### src/rtl/nvram_restore_pkg.sv
// Shared definitions for the NVRAM restore block: FSM state encoding and
// default ioctl index / pause padding shared with the extract side.
package nvram_restore_pkg;

    typedef enum logic [2:0] {
        S_IDLE    = 3'd0,
        S_DELAY   = 3'd1,
        S_PAUSE   = 3'd2,
        S_READ    = 3'd3,
        S_WRITE   = 3'd4,
        S_VERIFY  = 3'd5,
        S_RELEASE = 3'd6,
        S_DONE    = 3'd7
    } state_t;

    localparam int DUMPINDEX_DEF = 4;
    localparam int PAUSEPAD_DEF  = 4;

endpackage

### src/rtl/nvram_restore_spram_hs.sv
// Single-port byte RAM with registered read, used as the dump buffer.
module spram_hs #(
    parameter int AW = 8,
    parameter int DW = 8
) (
    input  logic          i_clk,
    input  logic          i_we,
    input  logic [AW-1:0] i_addr,
    input  logic [DW-1:0] i_d,
    output logic [DW-1:0] o_q
);

    logic [DW-1:0] r_mem [0:(2**AW)-1];
    logic [DW-1:0] r_q;

    always_ff @(posedge i_clk) begin
        if (i_we) r_mem[i_addr] <= i_d;
        r_q <= r_mem[i_addr];
    end

    assign o_q = r_q;

endmodule

### src/rtl/nvram_restore.sv
// Captures an ioctl NVRAM dump and, after a start delay, pauses the CPU and writes
// it back into game NVRAM. Define NVRAM_RESTORE_VERIFY_EN for per-byte readback.
module nvram_restore
    import nvram_restore_pkg::*;
#(
    parameter int          DUMPWIDTH  = 8,
    parameter int          DUMPINDEX  = DUMPINDEX_DEF,
    parameter int          PAUSEPAD   = PAUSEPAD_DEF,
    parameter logic [31:0] STARTDELAY = 32'd1024
) (
    input  logic                 clk,
    input  logic                 reset_n,
    input  logic                 paused,
    input  logic                 ioctl_download,
    input  logic                 ioctl_wr,
    input  logic [24:0]          ioctl_addr,
    input  logic [7:0]           ioctl_index,
    input  logic [7:0]           ioctl_dout,
    output logic [DUMPWIDTH-1:0] nvram_address,
    output logic [7:0]           nvram_data_in,
    output logic                 nvram_we,
    input  logic [7:0]           nvram_data_out,
    output logic                 pause_cpu,
    output logic                 restore_done,
    output logic                 verify_error
);

    localparam logic [25:0] DEPTH = 26'(1) << DUMPWIDTH;

    state_t               r_state;
    logic [31:0]          r_timer;
    logic [DUMPWIDTH-1:0] r_addr;
    logic [DUMPWIDTH:0]   r_len;
    logic                 r_dl_q;
    logic                 r_first;
    logic                 r_pause;
    logic                 r_we;
    logic                 r_done;

    logic                 w_dl;
    logic                 w_cap;
    logic                 w_rise;
    logic                 w_fall;
    logic                 w_in_range;
    logic                 w_buf_we;
    logic [DUMPWIDTH:0]   w_wr_len;
    logic [DUMPWIDTH:0]   w_len_base;
    logic [DUMPWIDTH:0]   w_addr_inc;
    logic [DUMPWIDTH-1:0] w_ram_addr;
    logic [7:0]           w_q;

    assign w_dl       = ioctl_download && (ioctl_index == 8'(DUMPINDEX));
    assign w_cap      = (r_state == S_IDLE) || (r_state == S_DELAY);
    assign w_rise     = w_dl && !r_dl_q;
    assign w_fall     = !w_dl && r_dl_q;
    assign w_in_range = ({1'b0, ioctl_addr} < DEPTH);
    assign w_buf_we   = w_cap && w_dl && ioctl_wr && w_in_range;
    assign w_wr_len   = {1'b0, ioctl_addr[DUMPWIDTH-1:0]} + {{DUMPWIDTH{1'b0}}, 1'b1};
    assign w_len_base = w_rise ? '0 : r_len;
    assign w_addr_inc = {1'b0, r_addr} + {{DUMPWIDTH{1'b0}}, 1'b1};
    assign w_ram_addr = w_cap ? ioctl_addr[DUMPWIDTH-1:0] : r_addr;

    spram_hs #(.AW(DUMPWIDTH), .DW(8)) u_buf (
        .i_clk  (clk),
        .i_we   (w_buf_we),
        .i_addr (w_ram_addr),
        .i_d    (ioctl_dout),
        .o_q    (w_q)
    );

    // Dump length survives core reset so a held dump is re-applied every boot.
    always_ff @(posedge clk) begin
        r_dl_q <= w_dl;
        if (w_cap) begin
            if (w_buf_we && (w_wr_len > w_len_base)) r_len <= w_wr_len;
            else if (w_rise)                         r_len <= '0;
        end
    end

`ifdef NVRAM_RESTORE_VERIFY_EN
    logic r_verr;
    assign verify_error = r_verr;
`else
    logic w_unused;
    assign w_unused     = ^nvram_data_out;
    assign verify_error = 1'b0;
`endif

    always_ff @(posedge clk) begin
        if (!reset_n) begin
            r_state <= S_IDLE;
            r_timer <= '0;
            r_addr  <= '0;
            r_pause <= 1'b0;
            r_we    <= 1'b0;
            r_done  <= 1'b0;
            r_first <= 1'b1;
`ifdef NVRAM_RESTORE_VERIFY_EN
            r_verr  <= 1'b0;
`endif
        end else begin
            r_first <= 1'b0;
            r_we    <= 1'b0;
            r_done  <= 1'b0;
            case (r_state)
                S_IDLE: begin
                    if (!w_dl && (w_fall || r_first) && (r_len != '0)) begin
                        r_timer <= STARTDELAY;
                        r_state <= S_DELAY;
`ifdef NVRAM_RESTORE_VERIFY_EN
                        r_verr  <= 1'b0;
`endif
                    end
                end
                S_DELAY: begin
                    if (w_dl) begin
                        r_state <= S_IDLE;
                    end else if (r_timer <= 32'd1) begin
                        r_pause <= 1'b1;
                        r_timer <= 32'(PAUSEPAD);
                        r_state <= S_PAUSE;
                    end else begin
                        r_timer <= r_timer - 32'd1;
                    end
                end
                S_PAUSE: begin
                    if (paused) begin
                        if (r_timer <= 32'd1) begin
                            r_addr  <= '0;
                            r_state <= S_READ;
                        end else begin
                            r_timer <= r_timer - 32'd1;
                        end
                    end
                end
                S_READ: begin
                    r_we    <= 1'b1;
                    r_state <= S_WRITE;
                end
                // With readback enabled the advance decision moves from WRITE to VERIFY.
                S_WRITE: begin
`ifdef NVRAM_RESTORE_VERIFY_EN
                    r_state <= S_VERIFY;
                end
                S_VERIFY: begin
                    if (nvram_data_out != w_q) r_verr <= 1'b1;
`endif
                    if (w_addr_inc == r_len) begin
                        r_timer <= 32'(PAUSEPAD);
                        r_state <= S_RELEASE;
                    end else begin
                        r_addr  <= w_addr_inc[DUMPWIDTH-1:0];
                        r_state <= S_READ;
                    end
                end
                S_RELEASE: begin
                    if (r_timer <= 32'd1) begin
                        r_pause <= 1'b0;
                        r_done  <= 1'b1;
                        r_state <= S_DONE;
                    end else begin
                        r_timer <= r_timer - 32'd1;
                    end
                end
                S_DONE:  r_state <= S_IDLE;
                default: r_state <= S_IDLE;
            endcase
        end
    end

    assign nvram_address = r_addr;
    assign nvram_data_in = w_q;
    assign nvram_we      = r_we;
    assign pause_cpu     = r_pause;
    assign restore_done  = r_done;

endmodule

### config.mk
export PLATFORM = sky130hd
export DESIGN_NAME = nvram_restore
export DESIGN_NICKNAME = d
export VERILOG_FILES = /design/src/rtl/nvram_restore_pkg.sv /design/src/rtl/nvram_restore_spram_hs.sv /design/src/rtl/nvram_restore.sv
export SDC_FILE = /design/constraint.sdc
export NUM_CORES = 2
export LEC_CHECK = 0
export CELL_PAD_IN_SITES_DETAIL_PLACEMENT = 1
export CELL_PAD_IN_SITES_GLOBAL_PLACEMENT = 1
export CORE_MARGIN = 2
export CORE_UTILIZATION = 50
export CTS_CLUSTER_SIZE = 8
export DETAILED_ROUTE_END_ITERATION = 7
export PLACE_DENSITY_LB_ADDON = 0.1
export SLEW_MARGIN = 25
export SYNTH_ARGS = -nofsm -noshare
export SYNTH_HDL_FRONTEND = slang
export SYNTH_SLANG_ARGS = --single-unit
### constraint.sdc
create_clock -name clk -period 6.26 [get_ports clk]
set_input_delay 0.626 -clock clk [delete_from_list [all_inputs] [get_ports clk]]
set_output_delay 0.626 -clock clk [all_outputs]
set_load 0.05 [all_outputs]
**Zoomed window**

Window x 288 to 318, y 86 to 116 microns. Cells in gray, sequential cells in the stronger gray; small squares are vias.
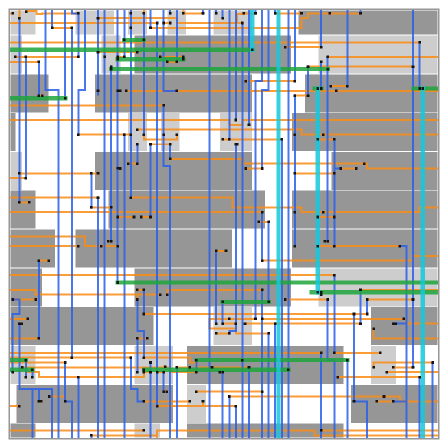
Key: met1 = orange; met2 = blue; met4 = cyan; met3 = green
Netlist names of flops here include `u_buf.r_mem` (16). Sequential cells in the window: 16. Most frequent: edfxtp_1 (16), nor2_1 (6), a22oi_1 (4). 31 logic cells have their middle in the window.

**Clock network drawn from the DEF**

Bar = 100 microns.
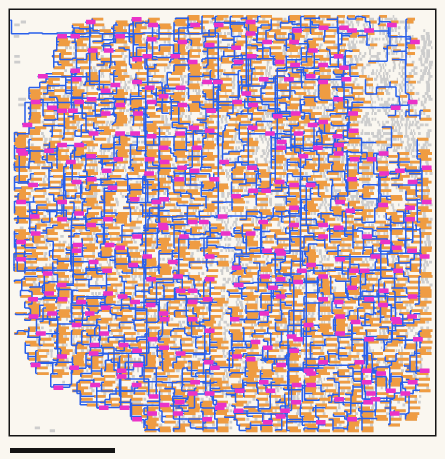
Key: clock wires = blue [length 26.5 mm]; cells driving clock nets = magenta [count 314]; flip-flops = orange [count 2113]
Position of the flops: spread over the die. There are 315 routed clock nets.

**The clock network**

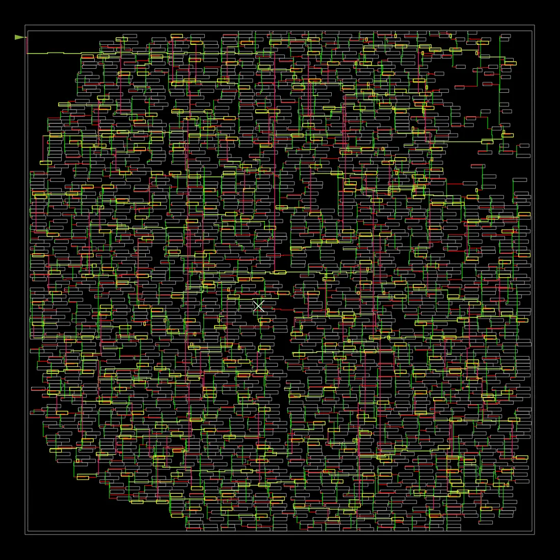
clock buffers: 360
CTS Buf Count: 314
clock sink total: 2113
num sequential: 2113

**Register map, names as in the netlist**

Bar = 100 microns.
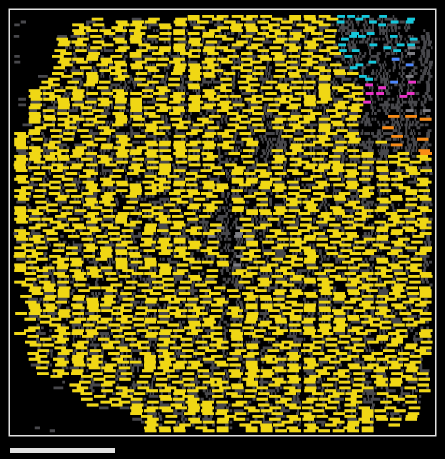
Key: `r_len` = orange [sequential cells 9]; `u_buf.r_mem` = yellow [sequential cells 2048, where spread over the die]; `r_state` = blue [sequential cells 3]; `nvram_address` = magenta [sequential cells 8, where top right]; `r_timer` = cyan [sequential cells 32, where top right]

==> impl_metrics.csv <==
group,metric,value,unit
status,status,"finished with violations",
status,violations,"design-rule violations",
die,fp_util,50.5,%
yosys,xor_share,0.426,%
power,largestPowerGroup,"registers",
worst_setup_path,slowest_stage,"nand2_1",
grt,grtUsageMet3,7.18,%
routing,vias_per_cell,6.84,
placement,place_ws,1.32,ns
cells_and_area,fillers,14100,
yosys,yosys_warnings,0,
die,n_tap_cell,2072,
cts,root_buffer,"clkbuf_16",
worst_setup_path,crit_fanout,20,
power,ir_worst_vdd,357,uV
worst_setup_path,crit_path_cell_trace,"nor2_4 > buf_4 > mux2_2 > nor2_1 > nand2_1 > a21oi_1 > nand4_1 > o2111ai_1 > nor4_1 > nand3_1",
die,die_width,405,microns
yosys,ys_cells,4926,
power,p_comb,8.41,mW
routing,firstDrtPassIters,8,
routing,initialDrtViolationCount,6382,
worst_setup_path,crit_buf_inv,1,
worst_setup_path,worst_ep_arrival_time,5.75,ns
sta,slew_headroom,14.6,%
routing,route.detailed.drc,3,
worst_setup_path,worst_r2r_endpoint,"u_buf.o_q[4]",
yosys,top_area_cell,"edfxtp_1",
yosys,synthArstFlopShare,0,%
layout by cell type (no fill, tap or decap), types with 36 or more instances in the layout:
cell             count
edfxtp_1          2057
a22oi_1            815
nor2_1             327
clkbuf_16          323
nand3_1            300
a21oi_1            188
buf_4              184
nand2_1             98
a221oi_1            57
clkdlybuf4s50_1     56
dfxtp_1             56
a222oi_1            52
a311oi_1            48
a31oi_1             45
and3_1              45
a22o_1              42
o22ai_1             39
nor4_1              38
clkbuf_1            37
o21ai_0             36
worst reg2reg max path, delay by kind of cell, from the launching register on:
family | cells | cell delay (ns)
AOI/OAI and AO/OA | 2 | 0.79
and+or+nand+nor | 6 | 2.54
DFF | 1 | 0.51
buffers and inverters | 1 | 0.41
muxes | 1 | 0.59
No activity file was given, so power comes from the tool's default toggle rates.
